$ cat src/rtl/bus_arb_pkg.sv
// Shared types for the select-bus arbitration sequencer: FSM states and agent IDs.
package bus_arb_pkg;
    localparam int ID_WIDTH = 4;

    typedef logic [ID_WIDTH-1:0] agent_id_t;

    typedef enum logic [1:0] {
        IDLE,
        ARB,
        TENURE,
        TURN
    } arb_state_t;
endpackage

$ cat src/rtl/bus_arbitration_controller_if.sv
// Select-bus handshake bundle; slave is the central sequencer, master is the agent side.
interface bus_arbitration_controller_if;
    import bus_arb_pkg::*;

    logic      bus_request;
    agent_id_t select;
    logic      bus_release;
    logic      arb_enable;
    agent_id_t owner_id;
    logic      owner_valid;
    logic      bus_busy;
    logic      timeout;

    modport master (
        output bus_request, select, bus_release,
        input  arb_enable, owner_id, owner_valid, bus_busy, timeout
    );

    modport slave (
        input  bus_request, select, bus_release,
        output arb_enable, owner_id, owner_valid, bus_busy, timeout
    );
endinterface

$ cat src/rtl/bus_arbitration_controller_timer.sv
// Loadable down-counter: start loads, clear zeroes, enable decrements; expire flags zero.
module arb_timer #(
    parameter int WIDTH = 4
) (
    input  logic             clk,
    input  logic             reset,
    input  logic             i_start,
    input  logic             i_clear,
    input  logic             i_enable,
    input  logic [WIDTH-1:0] i_load,
    output logic             o_expire
);
    logic [WIDTH-1:0] r_count;

    always_ff @(posedge clk or posedge reset) begin
        if (reset) begin
            r_count <= '0;
        end else if (i_start) begin
            r_count <= i_load;
        end else if (i_clear) begin
            r_count <= '0;
        end else if (i_enable && (r_count != '0)) begin
            r_count <= r_count - WIDTH'(1);
        end
    end

    assign o_expire = (r_count == '0);
endmodule

$ cat src/rtl/bus_arbitration_controller.sv
// Central sequencer for the wired-AND select bus: opens the arbitration window,
// latches the winner, times its tenure and inserts a turnaround cycle.
module bus_arbitration_controller
    import bus_arb_pkg::*;
#(
    parameter int SETTLE_CYCLES  = 2,
    parameter int TIMEOUT_CYCLES = 256
) (
    input  logic                          clk,
    input  logic                          reset,
    bus_arbitration_controller_if.slave   bus
);
    // Timers load N-1 so the expire flag marks the last cycle spent in the state.
    localparam logic [3:0]  SETTLE_LOAD = 4'(SETTLE_CYCLES - 1);
    localparam logic [15:0] TENURE_LOAD = 16'(TIMEOUT_CYCLES - 1);

    arb_state_t r_state;
    agent_id_t  r_owner_id;
    logic       r_arb_enable;
    logic       r_owner_valid;
    logic       r_bus_busy;
    logic       r_timeout;

    logic w_settle_start;
    logic w_settle_expire;
    logic w_tenure_start;
    logic w_tenure_expire;

    assign w_settle_start = (r_state == IDLE) && bus.bus_request;
    assign w_tenure_start = (r_state == ARB) && w_settle_expire && bus.bus_request;

    arb_timer #(.WIDTH(4)) u_settle_timer (
        .clk      (clk),
        .reset    (reset),
        .i_start  (w_settle_start),
        .i_clear  (r_state != ARB),
        .i_enable (r_state == ARB),
        .i_load   (SETTLE_LOAD),
        .o_expire (w_settle_expire)
    );

    arb_timer #(.WIDTH(16)) u_tenure_timer (
        .clk      (clk),
        .reset    (reset),
        .i_start  (w_tenure_start),
        .i_clear  (r_state != TENURE),
        .i_enable (r_state == TENURE),
        .i_load   (TENURE_LOAD),
        .o_expire (w_tenure_expire)
    );

    always_ff @(posedge clk or posedge reset) begin
        if (reset) begin
            r_state       <= IDLE;
            r_owner_id    <= '0;
            r_arb_enable  <= 1'b0;
            r_owner_valid <= 1'b0;
            r_bus_busy    <= 1'b0;
            r_timeout     <= 1'b0;
        end else begin
            r_timeout <= 1'b0;
            case (r_state)
                IDLE: begin
                    if (bus.bus_request) begin
                        r_state      <= ARB;
                        r_arb_enable <= 1'b1;
                        r_bus_busy   <= 1'b1;
                    end
                end
                ARB: begin
                    // Request level only matters in the sampling cycle.
                    if (w_settle_expire) begin
                        r_owner_id   <= ~bus.select;
                        r_arb_enable <= 1'b0;
                        if (bus.bus_request) begin
                            r_state       <= TENURE;
                            r_owner_valid <= 1'b1;
                        end else begin
                            r_state    <= IDLE;
                            r_bus_busy <= 1'b0;
                        end
                    end
                end
                TENURE: begin
                    if (bus.bus_release) begin
                        r_state       <= TURN;
                        r_owner_valid <= 1'b0;
                    end else if (w_tenure_expire) begin
                        r_state       <= TURN;
                        r_owner_valid <= 1'b0;
                        r_timeout     <= 1'b1;
                    end
                end
                TURN: begin
                    r_state    <= IDLE;
                    r_bus_busy <= 1'b0;
                end
                default: r_state <= IDLE;
            endcase
        end
    end

    assign bus.arb_enable  = r_arb_enable;
    assign bus.owner_id    = r_owner_id;
    assign bus.owner_valid = r_owner_valid;
    assign bus.bus_busy    = r_bus_busy;
    assign bus.timeout     = r_timeout;
endmodule

$ cat src/flat_wrapper.sv
// flat-port wrapper written by rule: the top's interface ports become plain ports
module bus_arbitration_controller_flat import bus_arb_pkg::*;
#(
    parameter int SETTLE_CYCLES  = 2,
    parameter int TIMEOUT_CYCLES = 256
)
  (clk, reset, bus_bus_request, bus_select, bus_bus_release, bus_arb_enable, bus_owner_id, bus_owner_valid, bus_bus_busy, bus_timeout);
  bus_arbitration_controller_if bus_i ();
  input  logic clk;
  input  logic reset;
  input wire logic [$bits(bus_i.bus_request)-1:0] bus_bus_request;
  input wire logic [$bits(bus_i.select)-1:0] bus_select;
  input wire logic [$bits(bus_i.bus_release)-1:0] bus_bus_release;
  output wire logic [$bits(bus_i.arb_enable)-1:0] bus_arb_enable;
  output wire logic [$bits(bus_i.owner_id)-1:0] bus_owner_id;
  output wire logic [$bits(bus_i.owner_valid)-1:0] bus_owner_valid;
  output wire logic [$bits(bus_i.bus_busy)-1:0] bus_bus_busy;
  output wire logic [$bits(bus_i.timeout)-1:0] bus_timeout;
  assign bus_i.bus_request = bus_bus_request;
  assign bus_i.select = bus_select;
  assign bus_i.bus_release = bus_bus_release;
  assign bus_arb_enable = bus_i.arb_enable;
  assign bus_owner_id = bus_i.owner_id;
  assign bus_owner_valid = bus_i.owner_valid;
  assign bus_bus_busy = bus_i.bus_busy;
  assign bus_timeout = bus_i.timeout;
  bus_arbitration_controller #(.SETTLE_CYCLES(SETTLE_CYCLES), .TIMEOUT_CYCLES(TIMEOUT_CYCLES)) u_core (.clk(clk), .reset(reset), .bus(bus_i));
endmodule
$ cat config.mk
export PLATFORM = sky130hd
export DESIGN_NAME = bus_arbitration_controller_flat
export DESIGN_NICKNAME = d
export VERILOG_FILES = /design/src/rtl/bus_arb_pkg.sv /design/src/rtl/bus_arbitration_controller_if.sv /design/src/rtl/bus_arbitration_controller_timer.sv /design/src/rtl/bus_arbitration_controller.sv /design/src/flat_wrapper.sv
export SDC_FILE = /design/constraint.sdc
export NUM_CORES = 1
export LEC_CHECK = 0
export CAP_MARGIN = 20
export CELL_PAD_IN_SITES_DETAIL_PLACEMENT = 1
export CELL_PAD_IN_SITES_GLOBAL_PLACEMENT = 1
export CORE_AREA = 2 2 70 55
export CTS_BUF_LIST = sky130_fd_sc_hd__clkbuf_8
export CTS_CLUSTER_DIAMETER = 100
export CTS_CLUSTER_SIZE = 16
export DETAILED_ROUTE_END_ITERATION = 6
export DIE_AREA = 0 0 72 57
export GPL_TIMING_DRIVEN = 0
export PLACE_DENSITY = 0.75
export REMOVE_ABC_BUFFERS = 1
export SYNTH_ARGS = -nofsm -noshare
export SYNTH_HDL_FRONTEND = slang
export SYNTH_SLANG_ARGS = --single-unit
$ cat constraint.sdc
create_clock -name clk -period 2.22 [get_ports clk]
set_input_delay 0.333 -clock clk [delete_from_list [all_inputs] [get_ports clk]]
set_output_delay 0.333 -clock clk [all_outputs]
set_load 0.01 [all_outputs]
==> run_1/placed.png <==
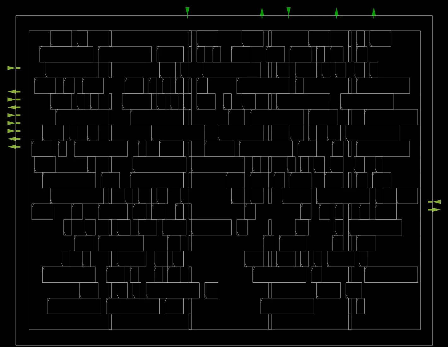
Fillers: 382
Post-Layout Cell Count: 210
Post-Route Utilization: 0.511
n_taps: 42

==> run_1/m2.png <==
Drawn at 6 px/µm.
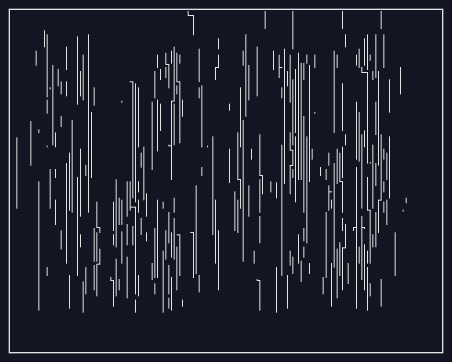
nets with wire on the layer	157
longest straight run	29.6 µm

==> out/results.txt, run 1 <==
Outcome - completed
CTS buffer count - 5
Logic family by area - simple AND/OR/NAND/NOR gates
PortBufs - 15
Largest net degree at the start of global routing - 17
Post-Synthesis Cells - 146
Worst Reg2Reg Path Length in Cells - 7
DP Area - 1690 µm²
Area fraction in mux cells - 0.0145
Core box area - 3490 µm²
Area growth from synthesis to layout - 21.4%
Detail Route Antenna Nets - 0
CTS tree - done
Ports - 16
Xor+xnor area frac - 0.0774
Avg WL per Cell - 15.6 µm
FP Core Util - 0.421
Drt drc - 0
Routability cong. - 0.786
First-pass GRT wire length - 5.59 mm
Max Slew Vio Count - 0
Compound-Gate Fraction of Synth Area - 0.106
Sequential area share after synthesis - 0.511
GRT Residual Overflow - 0
Max H-tree Level - 2
CP Buf/Inv Count - 1
Max Buffers Root-to-Sink - 2
CP top delay family - simple AND/OR/NAND/NOR gates
Maximum vdd drop - 0.719 mV
Critical Path Max Stage Delay - 440 ps
Die width - 72 µm
Final setup fails - 0
Cts hold-fix bufs - 0
Die area - 4100 µm²
Post-synth area hogs - dfrtp_1 (51%), nor2_1 (7.4%), a21oi_1 (4.4%), xor2_1 (4.2%), xnor2_1 (3.6%)
Antenna violations before repair - 0
Number of synthesized flops with an enable pin - 0
Post-synth top flop - dfrtp_1
Insertion Delay late pin - 280 ps
Routed vias - 1,122
Worst Setup Start Kind - flip-flop
Post-DP HPWL - 2.42 mm
Max Clk Rate - 492 MHz
RSZ-0062 raised after global routing - false
Final hold vios - 0
Layout cells sized above 1 - 0.101
Worst-path maximum fanout - 6
Crit. End Element - flip-flop
YS warnings - 0
Top cells excl fill/tap - dfrtp_1 (30), nor2_1 (29), clkdlybuf4s50_1 (15)
Critical Path RT - 2360 ps
Vias in the first global route - 1,212
Adder Share, Synth - 0.0170
Fraction of registers with async set/reset - 1.00
Ys cells - 146
Max-Cap Viols - 0
Basic Gates by Area - 0.251
N_diodes - 0
Clock Skew - 3.62 ps
Sink Count - 30
Synth Cell Area - 1470 µm²
Post-route setup slack - 189 ps
Most numerous logic cell after layout - dfrtp_1
Global Route Usage Sum - 0.181
Top cell area share - 0.511
Slew HR - 0.542
Yosys stat chip area - 1470 µm²
Dpl ws - -58.9 ps
Worst Tran Pin Value - 686 ps
Cell with the most instances after synthesis - dfrtp_1
First-pass iteration count of the detailed router - 4
Pleak - 0.000795 µW
Post-cts resize count - 1
Worst-path clk slew - 60 ps
Post-Route Setup TNS - 0 ps
DR vias/cell - 5.34
Num rows - 19
Arr. time, crit path - 2180 ps
Final net count - 177
Cycle use final - 0.915
Post-synth top cells - dfrtp_1 (30), nor2_1 (29), a21oi_1 (13)
Mapped Avg Cell Area - 10.1 µm²
Final wirelength - 3.27 mm
#FFs+latches synth - 30
Root Buffer - clkbuf_8
Minimum hold slack - 457 ps
Synth cell types - 34
Cell taking the most area after synthesis - dfrtp_1
Worst path depth - 7
Placed cells - 202
Crit path max-delay cell type - nor3b_2
Final Critical Period - 2030 ps
DRT iter0 DRCs - 90
Post-CTS Setup Bufs - 0
Crit-path cells - inv_1 -> ha_1 -> nor3b_2 -> nand2_1 -> nor4_1 -> xnor2_1 -> nor2_1
PwrDens - 1380 nW/µm²
Design area - 1790 µm²
Worst Hold Class - in2async
Worst setup path class - reg2reg
Stage-log warning count - 25
Die H - 57 µm
Design Power - 2460 µW
==> run_1/port_trees.png <==
Drawn at 4 px/µm.
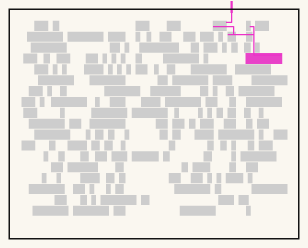
color	port	direction	end cells	buffers	wire
magenta	bus_bus_busy	output	1	1	32.8 µm

run 1: worst paths after layout:
| path | start | end | slack, ps |
|---|---|---|---|
| worst min register to register | u_core.bus.owner_valid$_DFFE_PP0P_ | u_core.bus.owner_valid$_DFFE_PP0P_ | 520 |
| worst min-delay path | reset | u_core.bus.owner_valid$_DFFE_PP0P_ | 460 |
| worst max register to register | u_core.u_tenure_timer.r_count[1]$_DFFE_PP0P_ | u_core.u_tenure_timer.r_count[10]$_DFFE_PP0P_ | 190 |
| min in group clk | u_core.bus.owner_valid$_DFFE_PP0P_ | u_core.bus.owner_valid$_DFFE_PP0P_ | 520 |
| worst max-delay path | u_core.u_tenure_timer.r_count[1]$_DFFE_PP0P_ | u_core.u_tenure_timer.r_count[10]$_DFFE_PP0P_ | 190 |
| max in group asynchronous | reset | u_core.u_tenure_timer.r_count[15]$_DFFE_PP0P_ | 1260 |
run 1: state kept, by name, indices dropped and copies added, names as in the netlist, named ones only:
name and cells:
u_core.u_tenure_timer.r_count 16, u_core.bus.owner_id 4, u_core.u_settle_timer.r_count 4, u_core.bus.arb_enable 1, u_core.bus.bus_busy 1, u_core.bus.owner_valid 1, u_core.bus.timeout 1, u_core.r_state 1
run 1: power breakdown:
part | internal [µW] | switching [µW]
sequential | 698 | 150
combinational | 534 | 636
clock | 245 | 202
total | 1480 | 988
run 1: routing by layer:
metal,GRT usage,vias up,share of wire,wire [µm]
met5,0,-,0,0
li1,-,543,-,-
met2,0.286,19,0.46,1490
met4,0.0728,0,0.019,63
met1,0.236,551,0.49,1590
met3,0.0512,9,0.037,122
run 1: area by class of cell:
cell class                 count  area [µm²]
multi-input combinational    108         691
tap                           42        52.6
timing repair buffer          16         178
inverter                       6        22.5
fill                         382        1710
clock buffer                   6        82.6
clock inverter                 2        8.76
sequential                    30         751
==> run_1/pinout.png <==
Drawn at 6 px/µm. Pins as bars across the die edge, other pins in gray.
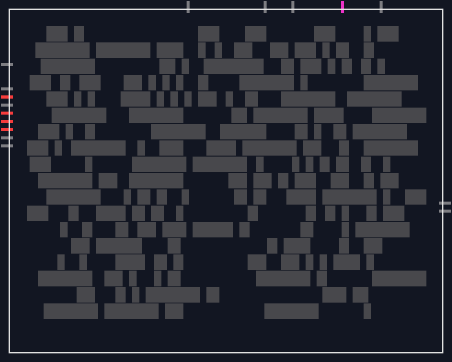

==> run 2, diff against run 1 <==
--- a/config.mk
+++ b/config.mk
@@ -6,7 +6,7 @@
 export NUM_CORES = 1
 export LEC_CHECK = 0
 export CAP_MARGIN = 20
-export CELL_PAD_IN_SITES_DETAIL_PLACEMENT = 1
+export CELL_PAD_IN_SITES_DETAIL_PLACEMENT = 0
 export CELL_PAD_IN_SITES_GLOBAL_PLACEMENT = 1
 export CORE_AREA = 2 2 70 55
 export CTS_BUF_LIST = sky130_fd_sc_hd__clkbuf_8
@@ -14,6 +14,7 @@
 export CTS_CLUSTER_SIZE = 16
 export DETAILED_ROUTE_END_ITERATION = 6
 export DIE_AREA = 0 0 72 57
+export GPL_ROUTABILITY_DRIVEN = 0
 export GPL_TIMING_DRIVEN = 0
 export PLACE_DENSITY = 0.75
 export REMOVE_ABC_BUFFERS = 1
==> run_2/pinout.png <==
Drawn at 6 px/µm. Pins as bars across the die edge, other pins in gray.
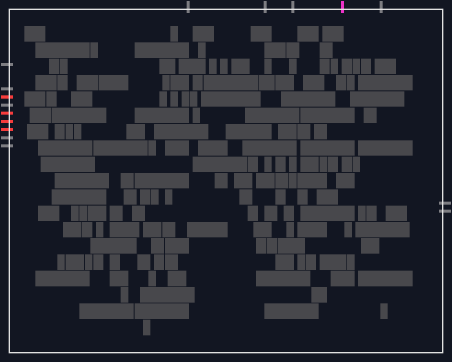
color	port	pins	direction	edge
red	bus_select	4	input	left
magenta	bus_bus_busy	1	output	top

==> run 2 against run 1 <==
Sequential cell count stayed put. Largest power group unchanged. Critical endpoint is now u_core.u_tenure_timer.r_count[12]$_DFFE_PP0P_. Register-to-register slack better by 90 ps. Utilization is 0.36 points lower. Sequential power is 0.8% lower. Sequential share of layout area is 0.30 points higher.
==> out/results.txt, run 2 <==
Outcome - completed
Top reg by flops - u_core.u_tenure_timer.r_count
Max-Cap Viols - 0
Xor+xnor area frac - 0.0774
ClkCell Share - 0.0445
Num rows - 19
Final setup fails - 0
Cts hold-fix bufs - 0
Die area - 4100 µm²
Logic family by area - simple AND/OR/NAND/NOR gates
Sequential area share after synthesis - 0.511
Final Critical Period - 1940 ps
Seq area share - 0.423
Cell taking the most area after synthesis - dfrtp_1
Minimum hold slack - 462 ps
DRT iter0 DRCs - 70
Crit. End Element - flip-flop
Root Buffer - clkbuf_8
Post-Layout Cell Count - 209
Worst-path maximum fanout - 6
Fraction of registers with async set/reset - 1.00
Design area - 1770 µm²
Slew HR - 0.537
Ys cells - 146
Area fraction in mux cells - 0.0145
RR Startpoint - u_core.u_tenure_timer.r_count[0]$_DFFE_PP0P_
Max Slew Vio Count - 0
DP Area - 1690 µm²
CLK BUF - 5
Maximum vdd drop - 0.776 mV
RSZ-0062 raised after global routing - false
First-pass iteration count of the detailed router - 4
Adder Share, Synth - 0.0170
Basic Gates by Area - 0.251
Reg-to-Reg End - u_core.u_tenure_timer.r_count[12]$_DFFE_PP0P_
Worst-path clk slew - 60 ps
Clock network power share - 0.170
N_diodes - 0
Largest net degree at the start of global routing - 17
Area growth from synthesis to layout - 20.6%
Post-route setup slack - 284 ps
Clock Skew - 5.12 ps
Combinational cell fraction of total power - 0.477
Top class by area - registers
Top cell area share - 0.511
Drt drc - 0
Synth cell types - 34
Antenna violations before repair - 0
Arr. time, crit path - 2080 ps
FP Core Util - 0.421
Mapped Avg Cell Area - 10.1 µm²
Cell with the most instances after synthesis - dfrtp_1
Core box area - 3490 µm²
Max Clk Rate - 516 MHz
Vias in the first global route - 1,083
Number of synthesized flops with an enable pin - 0
Switching Power - 948 µW
Comb gate area - 691 µm²
YS warnings - 0
CTS buffer count - 5
Global Route Usage Sum - 0.161
Worst R2R Setup Slack - 280 ps
Max H-tree Level - 2
Worst Tran Pin Value - 691 ps
Detail Route Antenna Nets - 0
Post-synth top flop - dfrtp_1
GRT Residual Overflow - 0
Final net count - 177
Multi-input combinational area share - 0.390
Layout cells sized above 1 - 0.102
Most numerous logic cell after layout - dfrtp_1
Final hold vios - 0
Buffering overhead - 0.100
#FFs+latches synth - 30
Mi-comb count - 108
Final wirelength - 2.93 mm
Worst Hold Class - in2async
PwrDens - 1350 nW/µm²
Die H - 57 µm
Post-CTS Setup Bufs - 0
Placed cells - 202
Inverters, non-clock - 6
Yosys stat chip area - 1470 µm²
Fillers - 317
Critical Path RT - 2360 ps
DR vias/cell - 5.33
Reg area - 751 µm²
Design Power - 2390 µW
Top cells excl fill/tap - dfrtp_1 (30), nor2_1 (29), clkdlybuf4s50_1 (15)
CTS tree - done
Worst Reg2Reg Path Length in Cells - 7
Max Buffers Root-to-Sink - 2
==> run_2/port_trees.png <==
Drawn at 4 px/µm.
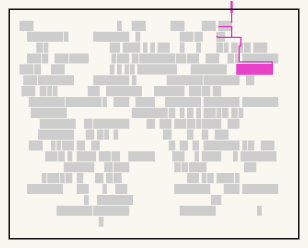
color	port	direction	end cells	buffers	wire
magenta	bus_bus_busy	output	1	1	31.0 µm
Ports: 16
PortBufs: 15

-- run 2: cell count changes in the layout (fill, tap and decap cells not counted), sizes merged --
| cell | change |
|---|---|
| clkbuf | -1 |
| clkinv | +1 |
| inv | -1 |
-- run 2: worst max-delay path, stage by stage (launching register included) --
cell,delay [ps]
dfrtp_1,410
inv_1,90
ha_1,180
nor3b_2,410
nand2_1,200
nor4_1,290
xnor2_1,160
nor2_1,50
-- run 2: worst max-delay path by stage --
stage,cells past startpoint,slack [ps],to,from
finish,7,280,u_core.u_tenure_timer.r_count[12]$_DFFE_PP0P_,u_core.u_tenure_timer.r_count[0]$_DFFE_PP0P_
global route,7,100,u_core.u_tenure_timer.r_count[10]$_DFFE_PP0P_,u_core.u_tenure_timer.r_count[0]$_DFFE_PP0P_
CTS,7,220,u_core.u_tenure_timer.r_count[10]$_DFFE_PP0P_,u_core.u_tenure_timer.r_count[0]$_DFFE_PP0P_
detailed placement,5,-140,u_core.u_tenure_timer.r_count[7]$_DFFE_PP0P_,bus_bus_request
global placement,5,-50,u_core.u_tenure_timer.r_count[7]$_DFFE_PP0P_,bus_bus_request
floorplan,6,430,u_core.u_tenure_timer.r_count[7]$_DFFE_PP0P_,u_core.u_settle_timer.r_count[0]$_DFFE_PP0P_
-- run 2: power by group through the flow --
stage | Clock (µW) | Combinational [µW] | Sequential, µW
after CTS | 419 | 1150 | 842
after global routing | 461 | 1280 | 862
after floorplan | 0 | 804 | 849
final | 407 | 1140 | 842
after global placement | 0 | 1100 | 840
after detailed placement | 0 | 1140 | 849
-- run 2: layer usage --
metal | vias up | global-route usage | wire (µm)
li1 | 547 | - | -
met1 | 539 | 0.216 | 1420
met2 | 23 | 0.243 | 1340
met3 | 6 | 0.0512 | 127
met4 | 0 | 0.0647 | 48
met5 | - | 0 | 0
==> run_2/layers.png <==
Drawn at 4 px/µm. Two of the layers only.
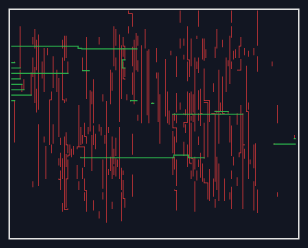

==> run 3, diff against run 2 <==
--- a/config.mk
+++ b/config.mk
@@ -5,7 +5,6 @@
 export SDC_FILE = /design/constraint.sdc
 export NUM_CORES = 1
 export LEC_CHECK = 0
-export CAP_MARGIN = 20
 export CELL_PAD_IN_SITES_DETAIL_PLACEMENT = 0
 export CELL_PAD_IN_SITES_GLOBAL_PLACEMENT = 1
 export CORE_AREA = 2 2 70 55
==> run_3/layers.png <==
Drawn at 4 px/µm. Two of the layers only.
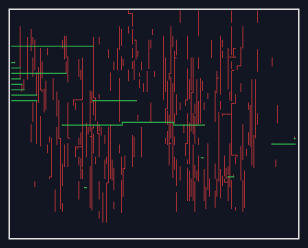
color	layer	wire length
green	M3	112 µm
red	M2	1,290 µm
Avg WL per Cell: 13.8 µm
Global Route Usage Sum: 0.160
routed vias: 1,091
final wirelength: 2.88 mm

==> run_3/placed.png <==
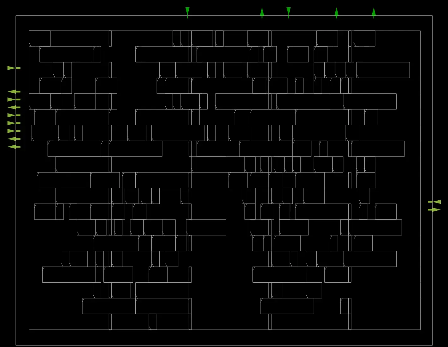
flip-flops: 30
Seq area share: 0.430

==> run 3 against run 2 <==
Maximum frequency about the same. Clock-buffer cell count is the same. Design area is 1.6% lower. Combinational power barely moved.
==> out/results.txt, run 3 <==
Outcome - completed
Final hold vios - 0
Max reg flops - 16
Num rows - 19
Worst Hold Class - reg2reg
Met3 wire len - 111 µm
CTS buffer count - 5
Max Used Layer - met4
N_diodes - 0
PwrDens - 1360 nW/µm²
Sequential area share after synthesis - 0.511
Max H-tree Level - 2
Area growth from synthesis to layout - 18.7%
Most numerous logic cell after layout - dfrtp_1
Post-DP HPWL - 2.04 mm
Slew HR - 0.245
Mapped Avg Cell Area - 10.1 µm²
Crit path max-delay cell type - dfrtp_1
Fraction of registers with async set/reset - 1.00
Worst Setup Start Kind - flip-flop
M1 WL - 1.44 mm
CP Buf/Inv Count - 1
Final net count - 176
Top cell area share - 0.511
Post-synth top cells - dfrtp_1 (30), nor2_1 (29), a21oi_1 (13)
Met2 GRT Util - 0.238
Clock network power share - 0.171
Worst Reg2Reg Path Length in Cells - 7
Detail Route Antenna Nets - 0
Clock Skew - 5.51 ps
Yosys stat chip area - 1470 µm²
Critical Path Max Stage Delay - 410 ps
DRT iter0 DRCs - 69
Die H - 57 µm
Met2 WL - 1.29 mm
RSZ-0062 raised after global routing - false
Worst-path maximum fanout - 6
Crit. End Element - flip-flop
DR vias/cell - 5.25
Root Buffer - clkbuf_8
CTS tree - done
First-pass GRT wire length - 4.99 mm
Met1 Usage GRT - 0.217
Largest net degree at the start of global routing - 31
Die width - 72 µm
Critical Path RT - 2360 ps
Number of synthesized flops with an enable pin - 0
DP Area - 1660 µm²
Maximum vdd drop - 0.535 mV
Final Critical Period - 1940 ps
Minimum hold slack - 506 ps
Worst R2R Setup Slack - 280 ps
PortBufs - 15
RR Startpoint - u_core.u_tenure_timer.r_count[0]$_DFFE_PP0P_
CP top delay family - simple AND/OR/NAND/NOR gates
Seq pwr share - 0.354
Arr. time, crit path - 2080 ps
Synth Cell Area - 1470 µm²
Worst Tran Pin Value - 1130 ps
Stage-log warning count - 25
Crit-path cells - inv_1 -> ha_1 -> nor3b_2 -> nand2_1 -> nor4_1 -> xnor2_1 -> nor2_1
Core box area - 3490 µm²
Reg-to-Reg End - u_core.u_tenure_timer.r_count[10]$_DFFE_PP0P_
Switching Power - 939 µW
Synth cell types - 34
Top cells excl fill/tap - dfrtp_1 (30), nor2_1 (29), clkdlybuf4s50_1 (15)
Ys cells - 146
Sink Count - 30
Design Power - 2380 µW
Clk. pwr - 407 µW
Cell with the most instances after synthesis - dfrtp_1
Design area - 1750 µm²
GRT Residual Overflow - 0
M3 GR Usage - 0.0565
Combinational cell fraction of total power - 0.475
FP Core Util - 0.421
Worst-path clk slew - 60 ps
P_seq - 841 µW
Die area - 4100 µm²
Switch share - 0.395
Post-synth area hogs - dfrtp_1 (51%), nor2_1 (7.4%), a21oi_1 (4.4%), xor2_1 (4.2%), xnor2_1 (3.6%)
-- run 3: worst max path at each step --
stage	startpoint	cells past startpoint	end	slack, ps
6_report	u_core.u_tenure_timer.r_count[0]$_DFFE_PP0P_	7	u_core.u_tenure_timer.r_count[10]$_DFFE_PP0P_	280
4_1_cts	u_core.u_tenure_timer.r_count[0]$_DFFE_PP0P_	7	u_core.u_tenure_timer.r_count[10]$_DFFE_PP0P_	260
3_3_place_gp	bus_bus_request	5	u_core.u_tenure_timer.r_count[7]$_DFFE_PP0P_	-50
2_1_floorplan	u_core.u_settle_timer.r_count[0]$_DFFE_PP0P_	6	u_core.u_tenure_timer.r_count[7]$_DFFE_PP0P_	430
3_5_place_dp	bus_bus_request	5	u_core.u_tenure_timer.r_count[7]$_DFFE_PP0P_	-80
5_1_grt	u_core.u_tenure_timer.r_count[0]$_DFFE_PP0P_	7	u_core.u_tenure_timer.r_count[10]$_DFFE_PP0P_	120
-- run 3: through the flow --
step,setup slack [ps],std cells
2_1_floorplan,431,144
6_report,283,208
3_5_place_dp,-79.7,201
4_1_cts,265,208
5_1_grt,116,208
3_3_place_gp,-52.1,201
-- run 3: cells by family (layout without fill, tap and decap cells) --
kind of cell,count (synthesis),in the layout,synth area share
simple gates,65,65,0.251
flops,30,30,0.511
compound gates,26,26,0.106
xor+xnor,13,13,0.0774
buf+inv,8,28,0.0230
fa+ha+maj,2,2,0.0170
mux,2,2,0.0145
-- run 3: final cells by class --
cell class,count,area [µm²]
fill,327,1750
multi-input combinational,108,691
inverter,6,22.5
clock inverter,2,10.0
timing repair buffer,15,150
sequential,30,751
tap,42,52.6
clock buffer,5,68.8
-- run 3: timing repair --
action / in CTS / in global routing
resized: 1 / 0
setup buffers: 0 / 0
endpoints found under the setup margin: 1 / 0
Power figures rest on the tool's default switching activity, not on a simulated workload.
